==> src/rtl/stack_core_mc.sv <==
// rtl/stack_core_mc.sv - multi-cycle stack-machine core with req/ack instruction and data ports
// Optional STACK_CORE_MUL_EN makes opcode F a combinational multiply; otherwise F faults as illegal.
module stack_core_mc #(
   parameter int WORD_RANGE       = 8,
   parameter int STACK_WORD_COUNT = 8,
   parameter int INST_RANGE       = 12,
   parameter int OP_CODE_RANGE    = 4
) (
   input  logic                                      clk,
   input  logic                                      rst,
   input  logic                                      start,
   input  logic [WORD_RANGE-1:0]                     init_PC,
   output logic                                      imem_req,
   output logic [WORD_RANGE-1:0]                     imem_addr,
   input  logic                                      imem_ack,
   input  logic [INST_RANGE-1:0]                     imem_rdata,
   output logic                                      dmem_req,
   output logic                                      dmem_we,
   output logic [WORD_RANGE-1:0]                     dmem_addr,
   output logic [WORD_RANGE-1:0]                     dmem_wdata,
   input  logic                                      dmem_ack,
   input  logic [WORD_RANGE-1:0]                     dmem_rdata,
   output logic                                      halted,
   output logic                                      fault,
   output logic [2:0]                                flags,
   output logic [WORD_RANGE-1:0]                     stack_top,
   output logic [$clog2(STACK_WORD_COUNT+1)-1:0]     sp
);
   localparam int SPW = $clog2(STACK_WORD_COUNT + 1);
   localparam int IW  = $clog2(STACK_WORD_COUNT);
   localparam int FW  = INST_RANGE - OP_CODE_RANGE;

   localparam logic [OP_CODE_RANGE-1:0] OP_NOP   = OP_CODE_RANGE'(4'h0);
   localparam logic [OP_CODE_RANGE-1:0] OP_PUSHI = OP_CODE_RANGE'(4'h1);
   localparam logic [OP_CODE_RANGE-1:0] OP_LOAD  = OP_CODE_RANGE'(4'h2);
   localparam logic [OP_CODE_RANGE-1:0] OP_STORE = OP_CODE_RANGE'(4'h3);
   localparam logic [OP_CODE_RANGE-1:0] OP_ADD   = OP_CODE_RANGE'(4'h4);
   localparam logic [OP_CODE_RANGE-1:0] OP_SUB   = OP_CODE_RANGE'(4'h5);
   localparam logic [OP_CODE_RANGE-1:0] OP_AND   = OP_CODE_RANGE'(4'h6);
   localparam logic [OP_CODE_RANGE-1:0] OP_OR    = OP_CODE_RANGE'(4'h7);
   localparam logic [OP_CODE_RANGE-1:0] OP_XOR   = OP_CODE_RANGE'(4'h8);
   localparam logic [OP_CODE_RANGE-1:0] OP_NOT   = OP_CODE_RANGE'(4'h9);
   localparam logic [OP_CODE_RANGE-1:0] OP_JMP   = OP_CODE_RANGE'(4'hA);
   localparam logic [OP_CODE_RANGE-1:0] OP_JZ    = OP_CODE_RANGE'(4'hB);
   localparam logic [OP_CODE_RANGE-1:0] OP_DUP   = OP_CODE_RANGE'(4'hC);
   localparam logic [OP_CODE_RANGE-1:0] OP_SWAP  = OP_CODE_RANGE'(4'hD);
   localparam logic [OP_CODE_RANGE-1:0] OP_HALT  = OP_CODE_RANGE'(4'hE);
   localparam logic [OP_CODE_RANGE-1:0] OP_MUL   = OP_CODE_RANGE'(4'hF);

   typedef enum logic [2:0] {IDLE, FETCH, EXEC, MEM, HALTED, FAULT} state_t;
   state_t state, next_state;

   logic [WORD_RANGE-1:0]    pc, dmem_addr_r, dmem_wdata_r, opnd, a, b, alu_res, wd0, wd1;
   logic [INST_RANGE-1:0]    instr;
   logic [OP_CODE_RANGE-1:0] op;
   logic [FW-1:0]            fld;
   logic [SPW-1:0]           sp_r;
   logic [2:0]               flags_r;
   logic [IW-1:0]            tos_idx, nos_idx, sp_idx, wi0, wi1;
   logic [WORD_RANGE:0]      sum;
   logic [1:0]               need;
   logic                     dmem_we_r, legal, push_op, alu_upd, alu_c, exec_fault, we0, we1;
   logic [WORD_RANGE-1:0]    stk [STACK_WORD_COUNT];
`ifdef STACK_CORE_MUL_EN
   logic [2*WORD_RANGE-1:0]  prod;
   assign prod = {{WORD_RANGE{1'b0}}, a} * {{WORD_RANGE{1'b0}}, b};
`endif

   assign op  = instr[INST_RANGE-1 -: OP_CODE_RANGE];
   assign fld = instr[FW-1:0];
   generate
      if (FW >= WORD_RANGE) begin : g_trunc
         assign opnd = fld[WORD_RANGE-1:0];
      end else begin : g_zext
         assign opnd = {{(WORD_RANGE-FW){1'b0}}, fld};
      end
   endgenerate

   assign tos_idx = IW'(sp_r - SPW'(1));
   assign nos_idx = IW'(sp_r - SPW'(2));
   assign sp_idx  = IW'(sp_r);
   assign b       = (sp_r >= SPW'(1)) ? stk[tos_idx] : '0;
   assign a       = (sp_r >= SPW'(2)) ? stk[nos_idx] : '0;
   assign sum     = {1'b0, a} + {1'b0, b};

   assign imem_req   = (state == FETCH);
   assign dmem_req   = (state == MEM);
   assign halted     = (state == HALTED);
   assign fault      = (state == FAULT);
   assign imem_addr  = pc;
   assign dmem_we    = dmem_we_r;
   assign dmem_addr  = dmem_addr_r;
   assign dmem_wdata = dmem_wdata_r;
   assign flags      = flags_r;
   assign sp         = sp_r;
   assign stack_top  = b;

   // Decode: operand requirements, push intent and ALU result for the latched instruction
   always_comb begin
      legal   = 1'b1;
      need    = 2'd0;
      push_op = 1'b0;
      alu_upd = 1'b0;
      alu_res = '0;
      alu_c   = 1'b0;
      case (op)
         OP_NOP, OP_JMP, OP_HALT: ;
         OP_PUSHI, OP_LOAD: push_op = 1'b1;
         OP_STORE, OP_JZ:   need = 2'd1;
         OP_ADD:  begin need = 2'd2; alu_upd = 1'b1; alu_res = sum[WORD_RANGE-1:0]; alu_c = sum[WORD_RANGE]; end
         OP_SUB:  begin need = 2'd2; alu_upd = 1'b1; alu_res = a - b; alu_c = (a < b); end
         OP_AND:  begin need = 2'd2; alu_upd = 1'b1; alu_res = a & b; end
         OP_OR:   begin need = 2'd2; alu_upd = 1'b1; alu_res = a | b; end
         OP_XOR:  begin need = 2'd2; alu_upd = 1'b1; alu_res = a ^ b; end
         OP_NOT:  begin need = 2'd1; alu_upd = 1'b1; alu_res = ~b; end
         OP_DUP:  begin need = 2'd1; push_op = 1'b1; end
         OP_SWAP: need = 2'd2;
`ifdef STACK_CORE_MUL_EN
         OP_MUL:  begin
            need    = 2'd2;
            alu_upd = 1'b1;
            alu_res = prod[WORD_RANGE-1:0];
            alu_c   = |prod[2*WORD_RANGE-1:WORD_RANGE];
         end
`endif
         default: legal = 1'b0;
      endcase
      exec_fault = !legal || (sp_r < SPW'(need)) ||
                   (push_op && (sp_r == SPW'(STACK_WORD_COUNT)));
   end

   always_comb begin
      next_state = state;
      case (state)
         IDLE, HALTED, FAULT: if (start) next_state = FETCH;
         FETCH: if (imem_ack) next_state = EXEC;
         EXEC: begin
            if (exec_fault)                         next_state = FAULT;
            else if (op == OP_LOAD || op == OP_STORE) next_state = MEM;
            else if (op == OP_HALT)                 next_state = HALTED;
            else                                    next_state = FETCH;
         end
         MEM: if (dmem_ack) next_state = FETCH;
         default: next_state = IDLE;
      endcase
   end

   always_ff @(posedge clk or posedge rst) begin
      if (rst) state <= IDLE;
      else     state <= next_state;
   end

   // Stack write ports; port 1 is only needed for SWAP
   always_comb begin
      we0 = 1'b0; wi0 = sp_idx; wd0 = opnd;
      we1 = 1'b0; wi1 = nos_idx; wd1 = b;
      if (state == EXEC && !exec_fault) begin
         if (op == OP_PUSHI) begin
            we0 = 1'b1;
         end else if (op == OP_DUP) begin
            we0 = 1'b1; wd0 = b;
         end else if (op == OP_SWAP) begin
            we0 = 1'b1; wi0 = tos_idx; wd0 = a;
            we1 = 1'b1;
         end else if (alu_upd) begin
            we0 = 1'b1; wi0 = (op == OP_NOT) ? tos_idx : nos_idx; wd0 = alu_res;
         end
      end else if (state == MEM && dmem_ack && !dmem_we_r) begin
         we0 = 1'b1; wd0 = dmem_rdata;
      end
   end

   always_ff @(posedge clk) begin
      if (we0) stk[wi0] <= wd0;
      if (we1) stk[wi1] <= wd1;
   end

   always_ff @(posedge clk or posedge rst) begin
      if (rst) begin
         pc           <= '0;
         sp_r         <= '0;
         flags_r      <= '0;
         instr        <= '0;
         dmem_we_r    <= 1'b0;
         dmem_addr_r  <= '0;
         dmem_wdata_r <= '0;
      end else begin
         case (state)
            IDLE, HALTED, FAULT: if (start) begin
               pc      <= init_PC;
               sp_r    <= '0;
               flags_r <= '0;
            end
            FETCH: if (imem_ack) instr <= imem_rdata;
            EXEC: if (!exec_fault) begin
               pc <= pc + WORD_RANGE'(1);
               if (alu_upd) flags_r <= {alu_res[WORD_RANGE-1], alu_c, (alu_res == '0)};
               case (op)
                  OP_PUSHI, OP_DUP: sp_r <= sp_r + SPW'(1);
                  OP_LOAD: begin
                     dmem_we_r   <= 1'b0;
                     dmem_addr_r <= opnd;
                  end
                  OP_STORE: begin
                     dmem_we_r    <= 1'b1;
                     dmem_addr_r  <= opnd;
                     dmem_wdata_r <= b;
                     sp_r         <= sp_r - SPW'(1);
                  end
                  OP_JMP: pc <= opnd;
                  OP_JZ: begin
                     sp_r <= sp_r - SPW'(1);
                     if (b == '0) pc <= opnd;
                  end
                  default: if (alu_upd && op != OP_NOT) sp_r <= sp_r - SPW'(1);
               endcase
            end
            MEM: if (dmem_ack && !dmem_we_r) sp_r <= sp_r + SPW'(1);
            default: ;
         endcase
      end
   end
endmodule

==> config.mk <==
export PLATFORM = sky130hd
export DESIGN_NAME = stack_core_mc
export DESIGN_NICKNAME = d
export VERILOG_FILES = /design/src/rtl/stack_core_mc.sv
export SDC_FILE = /design/constraint.sdc
export NUM_CORES = 1
export LEC_CHECK = 0
export CAP_MARGIN = 0
export CORE_MARGIN = 8
export CORE_UTILIZATION = 30
export DETAILED_ROUTE_END_ITERATION = 16
export GPL_TIMING_DRIVEN = 0
export PLACE_DENSITY_LB_ADDON = 0.08
export SYNTH_ARGS = -nofsm -noshare
export SYNTH_HDL_FRONTEND = slang
export SYNTH_SLANG_ARGS = --single-unit
==> constraint.sdc <==
create_clock -name clk -period 10.8 [get_ports clk]
set_input_delay 2.16 -clock clk [delete_from_list [all_inputs] [get_ports clk]]
set_output_delay 2.16 -clock clk [all_outputs]
set_load 0.005 [all_outputs]
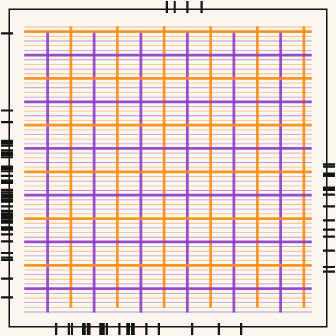
(images/pdn.png)
Pins as bars on the die edge.
colour	net
orange	VDD
purple	VSS
met5 straps	12
signal pins	77
rows	61

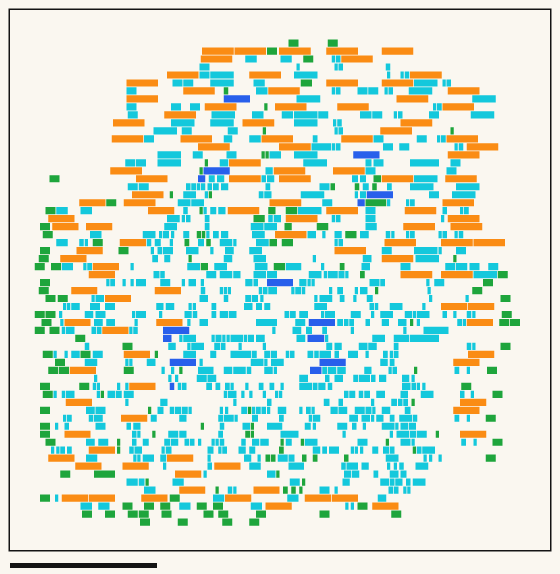
(images/cell_classes.png)
Scale bar: 50 µm.
colour	class	cells	share of their area
orange	flops	111	32%
cyan	all other logic	684	53%
green	other buffers and delay cells	146	12%
blue	clock drivers and dummy loads	15	2.9%

==> flow_summary.json <==
{
  "status": "finished, final reports clean",
  "wl_met3_um": 1970,
  "regMostFlops": "stk",
  "nets": 1022,
  "path_cells": "buf_2 -> buf_1 -> inv_1 -> ha_1 -> buf_4 -> clkbuf_1 -> mux4_2 -> a32oi_1 -> clkbuf_1 -> inv_1 -> clkdlybuf4s50_1",
  "worst_slew_pin_slew_ps": 1215,
  "mostFrequentLayoutCells": "clkdlybuf4s50_1, nor2_1, nand2_1",
  "cts_root_buf": "clkbuf_16",
  "synthTopLogicFamily": "AND-OR/OR-AND gates",
  "dp_slack_ps": 2153,
  "fmax_ghz": 0.1144,
  "hold_viol": 0,
  "timing.rr.end": "stk[4][7]$_DFFE_PP_",
  "power_density_mw_per_mm2": 347.6,
  "cts_tree": "yes",
  "ff_type": "edfxtp_1",
  "top_area_cell": "edfxtp_1",
  "lay_top_count": "clkdlybuf4s50_1",
  "finalSetupViolations": 0,
  "taps": 378,
  "min_period_ps": 8744,
  "logic_gates": 639,
  "xor_area_frac": 0.01035,
  "hold_path_end": "flags[0]$_DFFE_PP0P_",
  "gp_congestion": 0.8656,
  "gr-usage-met3": 0.03696,
  "critical_path.top_delay_family": "buffers and inverters",
  "placed_cells": 1319,
  "met2_usage": 0.2987,
  "ios": 77,
  "adder_share": 0.05646,
  "antenna_found_initial": 0,
  "reg2reg_from": "sp[1]$_DFFE_PP0P_",
  "largest_register_ffs": 64,
  "min_from": "flags[0]$_DFFE_PP0P_",
  "core_util_floorplan": 0.3047,
  "io_buffers": 76,
  "antenna_left": 0,
  "comb_power_share": 0.698,
  "grt_pass1_vias": 7240,
  "grt.total_usage": 0.1898,
  "swShare": 0.5151,
  "cts_max_level": 3,
  "start_kind": "flip-flop",
  "nClkBuffers": 9,
  "reg_top3": "stk: 64 flops, instr: 12 flops",
  "cts_buffer_depth": 2,
  "nonClockBufferCount": 146,
  "fin_hold_ws_ps": 468.3,
  "ys_sh_simple": 0.1586,
  "ff2ff_path_depth": 19,
  "final_util": 0.3645,
  "avgViaCountPerCell": 5.424,
  "endpoint_kind": "output port",
  "fin_area_mm2": 0.01013,
  "fp_nets": 926,
  "grt-ovfl-total": 0,
  "maxPowerGroup": "combinational cells",
  "die_w_um": 184.0,
  "routedWlPerCell_um": 24.02,
  "grt_use_met1": 0.2584,
  "tool_warnings": 49,
  "pg_comb_uw": 2460,
  "grt_most_used_layer": "met2",
  "cp_num_buf_inv": 8,
  "comb_share": 0.4893,
  "fillers": 2863,
  "comb_area_mm2": 0.004955
}
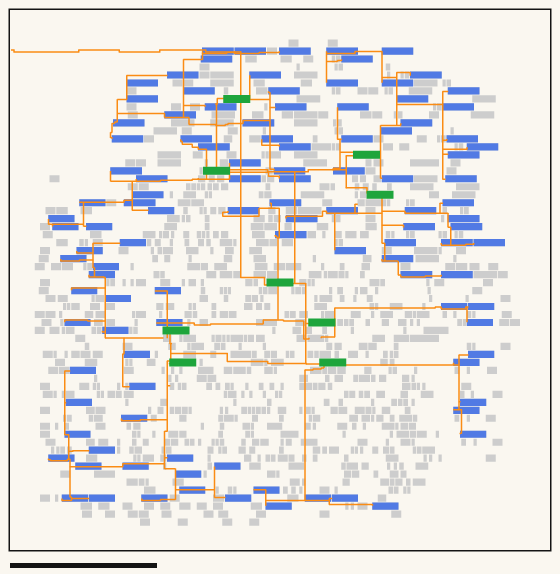
(images/clock_map.png)
Scale bar: 50 µm.
[orange] clock wires | length: 1920 µm
[green] cells driving clock nets | count: 9
[blue] flip-flops | count: 111
flops lie	widely spread
Clk pwr share: 0.098
Worst-Skew Late Latency: 370 ps
Clk. pwr: 347 µW

No activity file was given, so power comes from the tool's default toggle rates.
